<file path="src/rtl/program_loader.sv">
// Streams a little-endian byte image into instruction memory one 32-bit word at a time,
// holding the processor in reset until every requested word has been written.
module program_loader #(
  parameter int ADDR_WIDTH = 9,
  parameter int TIMEOUT    = 1024
) (
  input  logic                  clk,
  input  logic                  reset,
  input  logic                  start,
  input  logic [ADDR_WIDTH:0]   n_words,
  input  logic                  byte_valid,
  input  logic [7:0]            byte_data,
  output logic                  byte_ready,
  output logic                  imem_we,
  output logic [ADDR_WIDTH-1:0] imem_addr,
  output logic [31:0]           imem_wdata,
  output logic                  cpu_reset,
  output logic                  busy,
  output logic                  done,
  output logic                  error
);

  localparam int CNT_W = $clog2(TIMEOUT + 1);
  localparam logic [CNT_W-1:0]    IDLE_LAST = CNT_W'(TIMEOUT - 1);
  localparam logic [ADDR_WIDTH:0] MAX_WORDS = {1'b1, {ADDR_WIDTH{1'b0}}};

  typedef enum logic [2:0] {
    S_IDLE, S_LOAD, S_WRITE, S_DONE, S_ERROR
  } state_e;

  state_e                  state_q, state_d;
  logic [ADDR_WIDTH-1:0]   word_addr_q, word_addr_d;
  logic [ADDR_WIDTH-1:0]   last_addr_q, last_addr_d;
  logic [1:0]              byte_idx_q, byte_idx_d;
  logic [CNT_W-1:0]        idle_cnt_q, idle_cnt_d;
  logic [31:0]             word_q, word_d;
  logic [ADDR_WIDTH-1:0]   imem_addr_q, imem_addr_d;
  logic [31:0]             imem_wdata_q, imem_wdata_d;
  logic [ADDR_WIDTH:0]     n_clamped;
  logic                    byte_accept;

  assign n_clamped   = (n_words > MAX_WORDS) ? MAX_WORDS : n_words;
  assign byte_accept = (state_q == S_LOAD) && byte_valid;

  // NOTE: every variable gets its hold value before the case so no path leaves it unassigned (no latches).
  always_comb begin
    state_d      = state_q;
    word_addr_d  = word_addr_q;
    last_addr_d  = last_addr_q;
    byte_idx_d   = byte_idx_q;
    idle_cnt_d   = idle_cnt_q;
    word_d       = word_q;
    imem_addr_d  = imem_addr_q;
    imem_wdata_d = imem_wdata_q;

    unique case (state_q)
      S_IDLE, S_DONE, S_ERROR: begin
        if (start) begin
          if (n_words == '0) begin
            state_d = S_DONE;
          end else begin
            state_d     = S_LOAD;
            word_addr_d = '0;
            byte_idx_d  = '0;
            idle_cnt_d  = '0;
            last_addr_d = ADDR_WIDTH'(n_clamped - 1'b1);
          end
        end
      end
      S_LOAD: begin
        if (byte_accept) begin
          word_d[{byte_idx_q, 3'b000} +: 8] = byte_data;
          byte_idx_d = byte_idx_q + 2'd1;
          idle_cnt_d = '0;
          if (byte_idx_q == 2'd3) begin
            // Capture the finished word so imem_addr/imem_wdata hold it after the strobe.
            state_d      = S_WRITE;
            imem_addr_d  = word_addr_q;
            imem_wdata_d = word_d;
          end
        end else if (idle_cnt_q == IDLE_LAST) begin
          state_d = S_ERROR;
        end else begin
          idle_cnt_d = idle_cnt_q + 1'b1;
        end
      end
      S_WRITE: begin
        if (word_addr_q == last_addr_q) begin
          state_d = S_DONE;
        end else begin
          state_d     = S_LOAD;
          word_addr_d = word_addr_q + 1'b1;
        end
      end
      default: state_d = S_IDLE;
    endcase
  end

  // NOTE: sequential state uses non-blocking assignments so every flop samples pre-edge values.
  always_ff @(posedge clk or posedge reset) begin
    if (reset) begin
      state_q      <= S_IDLE;
      word_addr_q  <= '0;
      last_addr_q  <= '0;
      byte_idx_q   <= '0;
      idle_cnt_q   <= '0;
      word_q       <= '0;
      imem_addr_q  <= '0;
      imem_wdata_q <= '0;
    end else begin
      state_q      <= state_d;
      word_addr_q  <= word_addr_d;
      last_addr_q  <= last_addr_d;
      byte_idx_q   <= byte_idx_d;
      idle_cnt_q   <= idle_cnt_d;
      word_q       <= word_d;
      imem_addr_q  <= imem_addr_d;
      imem_wdata_q <= imem_wdata_d;
    end
  end

  assign byte_ready = (state_q == S_LOAD);
  assign imem_we    = (state_q == S_WRITE);
  assign imem_addr  = imem_addr_q;
  assign imem_wdata = imem_wdata_q;
  assign busy       = (state_q == S_LOAD) || (state_q == S_WRITE);
  assign done       = (state_q == S_DONE);
  assign error      = (state_q == S_ERROR);
  assign cpu_reset  = (state_q != S_DONE);

endmodule
</file>
<file path="config.mk">
export PLATFORM = sky130hd
export DESIGN_NAME = program_loader
export DESIGN_NICKNAME = d
export VERILOG_FILES = /design/src/rtl/program_loader.sv
export SDC_FILE = /design/constraint.sdc
export NUM_CORES = 1
export LEC_CHECK = 0
export ABC_AREA = 1
export CORE_ASPECT_RATIO = 0.7
export CORE_UTILIZATION = 30
export CTS_CLUSTER_SIZE = 12
export DETAILED_ROUTE_END_ITERATION = 7
export PLACE_DENSITY = 0.53
export RECOVER_POWER = 50
export SLEW_MARGIN = 20
export SYNTH_ARGS = -nofsm -noshare
export SYNTH_HDL_FRONTEND = slang
export SYNTH_SLANG_ARGS = --single-unit
</file>
<file path="constraint.sdc">
create_clock -name clk -period 3.18 [get_ports clk]
set_clock_uncertainty 0.2 [all_clocks]
set_input_delay 0.477 -clock clk [delete_from_list [all_inputs] [get_ports clk]]
set_output_delay 0.477 -clock clk [all_outputs]
set_load 0.01 [all_outputs]
</file>
Fig. 1: wire density map
33 x 23 tiles, from white (low) to dark blue (high), scaled to the fullest tile. Values are wire area over tile area, all layers added.
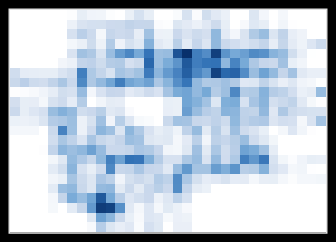
28% of the tiles are nearly empty. The mean over all tiles is 0.11. The emptiest ninth of the die: south-east. The fullest tile reaches 0.54. 9.1% of the tiles are over half the peak.

Fig. 2: M1 wires
Scale bar: 50 microns.
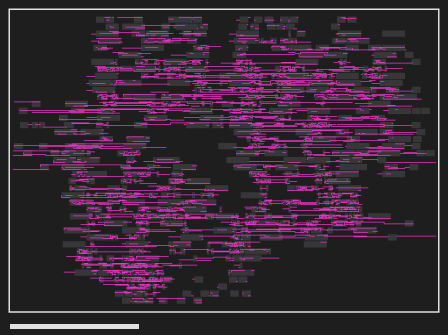
The wires run mostly horizontal. The layer carries 6770 microns of wire. The longest straight run is 42.3 microns. The layer holds 51% of the routed length. 656 nets have wire on it.

Fig. 3: wiring by layer
Scale bar: 50 microns. Only two layers are drawn.
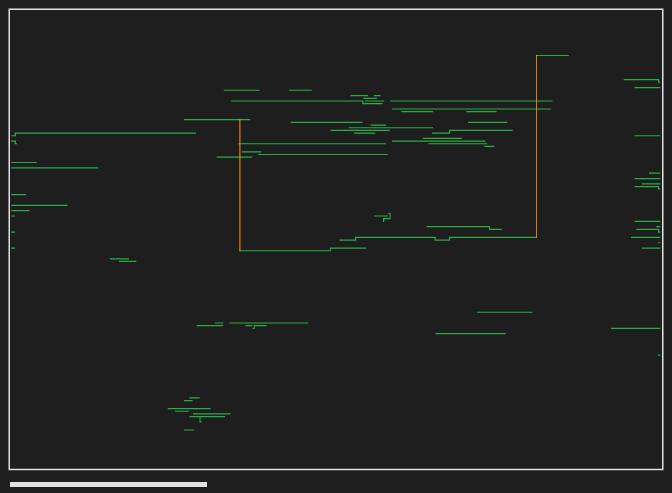
Key: green = met3 [wire length 819 microns]; orange = met4 [wire length 79.6 microns]

==> out/summary.txt <==
Hold EP - last_addr_q[2]$_DFFE_PP0P_
CTS Sinks - 107
Hold_sp - last_addr_q[2]$_DFFE_PP0P_
Pwr Density - 822 nW/um^2
Yosys Warn Count - 0
Worst-case clock buffer depth - 2
Chip area - 19300 sq um
Root Buffer - clkbuf_16
Non-CTS buffers - 75
Vias in the first global route - 4145
Share of layout cells above drive strength 1 - 0.134
Log Warnings - 33
Post-CTS Repair Setup Buffers - 0
Worst setup margin - 0.603 ns
Slew margin rel. - 0.0136
Crit Path Max Fanout - 10
Cell Rows - 41
Yosys aoi share - 0.127
Top Layout Cells - 144 x nand2_1, 107 x dfrtp_1, 78 x inv_1
Slew at the pin closest to its max-slew limit - 1.48 ns
# Taps - 236
Clock buffers - 11
Comb pwr share - 0.423
Outcome - finished, violations left
Final setup viols - 0
Cell Int Power - 3530 uW
Total power - 5620 uW
DR DRC count - 3
Top cell type by total area after synthesis - dfrtp_1
Iter 0 DRT Violations - 425
Failing checks - DRC
WS Path Type - reg2out
Worst Path Required - 2.50 ns
Yosys stat chip area - 5630 sq um
Post-route cell area - 6840 sq um
Max-capacitance violation count - 0
Antenna Nets Post-Route - 0
Post_cts resized - 0
Tot GR Track Use - 0.142
Most frequent logic cell in the layout - nand2_1
Final Cycle Share - 0.810
Synth Cell Area - 5630 sq um
GR peak layer - met1
Buffering overhead - 0.109
Antenna violations before repair - 0
Synth Register Bits - 107
RSZ-0062 raised after global routing - no
Pre-CTS setup slack - 0.431 ns
Syn_nets - 651
Seq/total area - 0.392
Synthesis-to-layout area growth - 21.4%
DP HPWL - 9630 microns
Clock network power share - 0.208
Fig. 4: track usage over the die
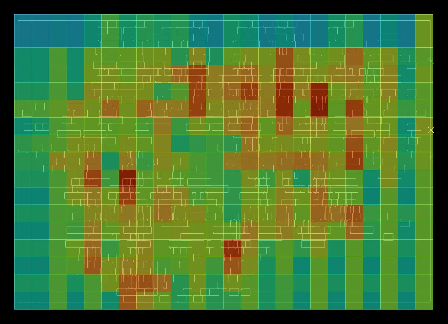
drt wl/cell: 14.3 microns
GR Layer Usage met2: 0.209
Finished Core Util: 0.375
GRT met3 Usage: 0.0302
met1 Track Usage GR: 0.211

Fig. 5: zoomed window
Scale bar: 5 microns. Window x 114 to 134, y 77 to 97 microns. Cells in grey, sequential cells in the stronger grey; small squares are vias.
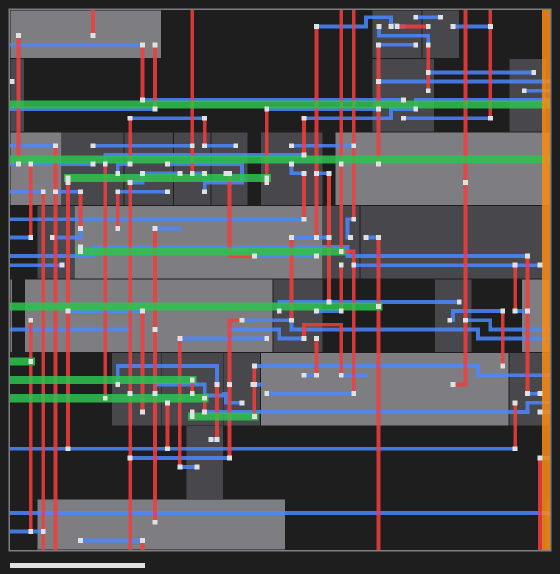
Key: orange = met4; red = met2; green = met3; blue = met1
25 logic cells have their middle in the window. Netlist names of flops here include word_q (6). Sequential cells in the window: 6. Most frequent: dfrtp_1 (6), inv_1 (5), o22ai_1 (5).

[cell usage after synthesis, types with 5 or more instances]
cell type and instances:
buf_2 6, clkbuf_1 8, dfrtp_1 107, ha_1 9
inv_1 79, mux2_2 6, mux2_4 30, nand2_1 144
nand3_1 26, nand4_1 13, nor2_1 29, nor3_1 5
o21a_1 5, o21ai_0 51, o21ai_2 12, o22ai_1 35
or2_2 6, xor2_1 5
[critical path, cell delays in order, from the launching register on]
cell and delay, ns:
dfrtp_1 0.49, nand3_1 0.24, inv_2 0.24, clkdlybuf4s50_1 0.58
[power groups by stage]
stage / clock [uW] / sequential [uW] / combinational, uW
after floorplan: 0 / 2150 / 1420
after global placement: 0 / 2100 / 2410
after detailed placement: 0 / 2110 / 2440
after CTS: 1210 / 2090 / 2450
after global routing: 1250 / 2130 / 2620
final: 1170 / 2070 / 2380
Power figures rest on the tool's default switching activity, not on a simulated workload.
